==> config.mk <==
export PLATFORM = sky130hd
export DESIGN_NAME = hall_input_filter
export DESIGN_NICKNAME = d
export VERILOG_FILES = /design/src/rtl/hall_input_filter.sv
export SDC_FILE = /design/constraint.sdc
export NUM_CORES = 1
export LEC_CHECK = 0
export CAP_MARGIN = 15
export CORE_MARGIN = 5
export CORE_UTILIZATION = 62
export CTS_CLUSTER_SIZE = 8
export DETAILED_ROUTE_END_ITERATION = 16
export PLACE_DENSITY = 0.85
export SETUP_SLACK_MARGIN = 0.1
export SLEW_MARGIN = 20
export SYNTH_ARGS = -nofsm -noshare
export SYNTH_HDL_FRONTEND = slang
export SYNTH_SLANG_ARGS = --single-unit
==> constraint.sdc <==
create_clock -name clk -period 3.7 [get_ports clk]
set_input_delay 0.37 -clock clk [delete_from_list [all_inputs] [get_ports clk]]
set_output_delay 0.37 -clock clk [all_outputs]
set_load 0.1 [all_outputs]
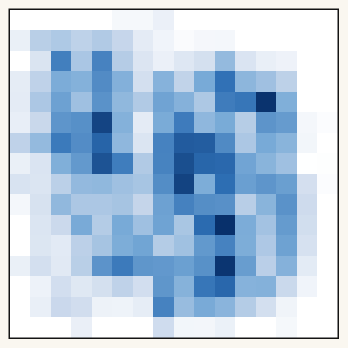
(images/route_heat.png)
Drawn at 4 px/µm. The die is cut into 16 by 16 equal tiles; white is low, dark blue is high, scaled to the fullest tile. Values are wire area over tile area, all layers added.
The mean over all tiles is 0.18. The fullest tile reaches 0.57. The densest ninth of the die: centre. 20% of the tiles are nearly empty. 25% of the tiles are over half the peak.
detailed-route via count: 2946
post-detailed-routing wire length: 7613 µm
per-cell routed wire length: 16.03 µm
Overall Global Routing Usage: 24.13%

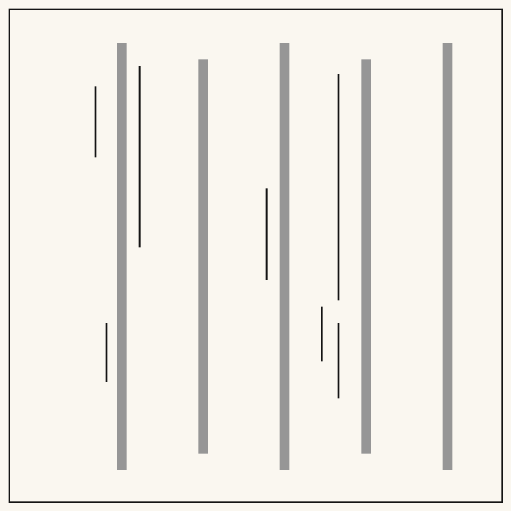
(images/m4.png)
Drawn at 6 px/µm. Supply wires on this layer in grey.
6 nets have wire on it. The wires run mostly vertical. The layer carries 124 µm of wire. The layer holds 1.6% of the routed length.

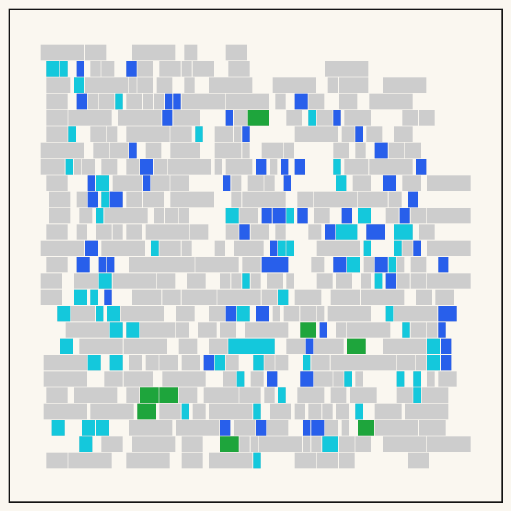
(images/gates.png)
Drawn at 6 px/µm.
Key: nor cells = cyan [cells 63]; non-inverting ao/oa cells = green [cells 8]; nand cells = blue [cells 61]
fraction of standard cell area in multi-input logic: 49.97%
final std cells w/o fill: 475
most frequent standard cell in the layout excluding fill and tap cells: sky130_fd_sc_hd__dfxtp_1

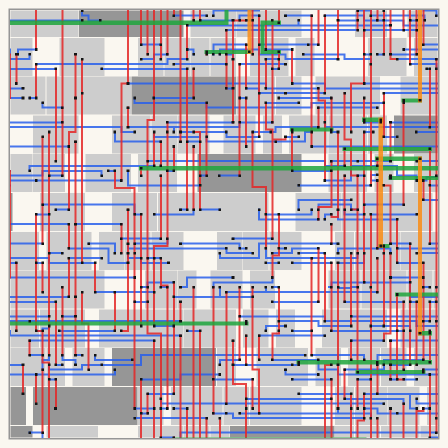
(images/closeup.png)
Window x 26 to 56, y 10 to 40 µm. Cells in grey, sequential cells in the stronger grey; small squares are vias.
Key: M4 = orange; M2 = red; M3 = green; M1 = blue
88 logic cells have their middle in the window. Sequential cells in the window: 5. Most frequent: nor2_1 (6).

==> flow_summary.toml <==
# flow metrics
[placement]
routabilityCongestion = 0.8449
place.detailed.hpwl_um = 5042
io_buffer_count = 28

[layout]
layout.cells.most_common_list = "sky130_fd_sc_hd__dfxtp_1, sky130_fd_sc_hd__nor2_1, sky130_fd_sc_hd__clkdlybuf4s50_1"
n_antenna_cell = 0
final-seq-area_um2 = 1181
logic_area_um2 = 1859
n_fill_cell = 422
area.growth.synth_to_final_pct = 16.13

[floorplan]
die_height_um = 81.89
core_util_floorplan_pct = 63.14
fp.coreArea_um2 = 5075
boundaryPins = 29
die_width_um = 81.89
std_cell_rows = 26

[critical_path]
reg2reg_setup_slack_ns = 1.07
crit_path_start_kind = "register"
worst-r2r-cell-count = 7
crit_path_kind = "reg -> reg"
crit_path_end_kind = "register"
worst_ep_arrival_time_ns = 2.89

[synthesis]
yosysChipArea_um2 = 3204
synth.top_cells.by_area = "sky130_fd_sc_hd__dfxtp_1, sky130_fd_sc_hd__nor2_1, sky130_fd_sc_hd__a21oi_1"
yosys.area.top_type = "sky130_fd_sc_hd__dfxtp_1"
synth_largest_type_area_fraction_pct = 36.86
syn_area_um2 = 3204
synth-edff-count = 0
seq_area_frac_synth_pct = 36.86
synthDistinctLibCells = 60
yosys-stat-cells = 379
synth.yosys.warnings = 0
synth_flops = 59
async_flop_share_pct = 0

[power_and_ir_drop]
power.total_mw = 2.049
power-per-cell-area_nw_per_um2 = 550.6
netSwitchingPower_uw = 776.6
leakage_nw = 1.212
clock_power_share_pct = 32.4
cellInternalPower_mw = 1.272
comb_power_share_pct = 32.2

[sta]
maxSlewHeadroom_pct = 31.14
setup_repair_after_global_routing_missed_its_margin = "false"
timing_max_transition_violations_final = 0
min_period_over_period_pct = 71.19
endpoints_failing_hold = 0
fin_tns_setup_ns = 0
worst_slew_pin_slew_ns = 1.024
timing.final.setup_violations = 0
final.min_clock_period_ns = 2.634
finalClockSkew_ns = 0.006284

[detailed_routing]
detailedRoute.firstPassIterationCount = 4
top_layer = "met4"
met2WireLength_um = 3600
vias_per_cell = 6.202
met3RoutedLength_um = 379
drt-met1-wl_um = 3508
drtIter0Drc = 196

[global_routing]
global_route_wire_length_before_repair_um = 12700
grt_start_max_net_pins = 40
antenna_found_initial = 0
number_of_global_route_vias_before_repair = 2831

[cts]
number_of_buffers_added_by_the_clock_tree_synthesis_step = 9
cts-root-to-sink-buffers = 2
h-tree-depth = 3
worst_skew_pair.late_latency_ns = 0.34
ctsRootBufferMaster = "sky130_fd_sc_hd__clkbuf_8"
post_cts_resize_count = 0
clock_sinks = 59
post_cts_buffers = 0

[hold_path]
cell_depth_of_the_worst_min_delay_path = 1

[job]
timing.max_cap.violations = 0
tool_warning_count = 32

[status]
status = "completed"
-- kinds of logic (layout without fill, tap and decap cells) --
family	Yosys count	after routing	share of synthesized area (%)
adders and majority gates	10	10	4.139
AOI/OAI and AO/OA	100	100	20.89
buffers and inverters	37	63	5.115
and+or+nand+nor	153	153	26.47
muxes	5	5	1.718
DFF	59	59	36.86
xor gates and xnor gates	15	15	4.803
-- synthesized netlist by cell type (all sizes together), types with 2 or more instances --
cell type,count
nand2b,3
nor3,5
or2,4
o32ai,2
o31ai,13
nor4,8
a211oi,4
o22a,3
nand4,11
o211ai,13
xor2,5
nand4b,2
xnor2,10
o21a,2
nand2,22
clkbuf,15
nor2b,14
ha,9
o21ai,15
o41ai,4
or4b,3
o21bai,2
or3,7
nor2,33
buf,7
inv,15
a31oi,10
a21oi,23
dfxtp,59
and2,4
mux2,4
or4,8
o311ai,2
nand3,23
-- stage by stage --
stage	worst slack, ns	cell area (µm²)	hold WS [ns]	utilization, %	instances
finish	1.066	3721	0.4405	73.32	475
global placement	0.8662	3495	0.4208	68.86	459
floorplan	0.8875	3204	0.4138	-	379
CTS	1.082	3721	0.4500	73.32	475
detailed placement	0.7804	3495	0.4258	68.86	459
global route	0.8758	3721	0.4749	73.32	475
-- power by group through the flow --
| stage | registers (mW) | clock network [mW] | logic, mW |
|---|---|---|---|
| after detailed placement | 0.740 | 0 | 0.642 |
| final | 0.726 | 0.664 | 0.659 |
| after floorplan | 0.886 | 0 | 0.349 |
| after global placement | 0.737 | 0 | 0.623 |
| after CTS | 0.726 | 0.668 | 0.650 |
| after global routing | 0.734 | 0.704 | 0.697 |
-- layout make-up --
type | count | share of cell area, %
inverter | 15 | 1.513
sequential | 59 | 31.74
multi-input combinational | 283 | 49.97
tap | 70 | 2.354
timing repair buffer | 32 | 8.339
clock inverter | 7 | 2.757
clock buffer | 9 | 3.329
-- metal layers --
layer  vias up  track usage, %
li1       1446               -
met1      1394           31.10
met2        89           38.29
met3        17           4.715
met4         0           12.13
met5         -               0
-- worst max-delay path: stages, from the launching register on --
cell and delay (ns):
sky130_fd_sc_hd__dfxtp_1 0.49, sky130_fd_sc_hd__inv_1 0.16, sky130_fd_sc_hd__ha_1 0.31, sky130_fd_sc_hd__nor2_1 0.18, sky130_fd_sc_hd__nor3_1 0.08, sky130_fd_sc_hd__or4_1 0.67, sky130_fd_sc_hd__or4_4 0.49, sky130_fd_sc_hd__o31ai_2 0.17
Power and IR drop assume default switching activity.
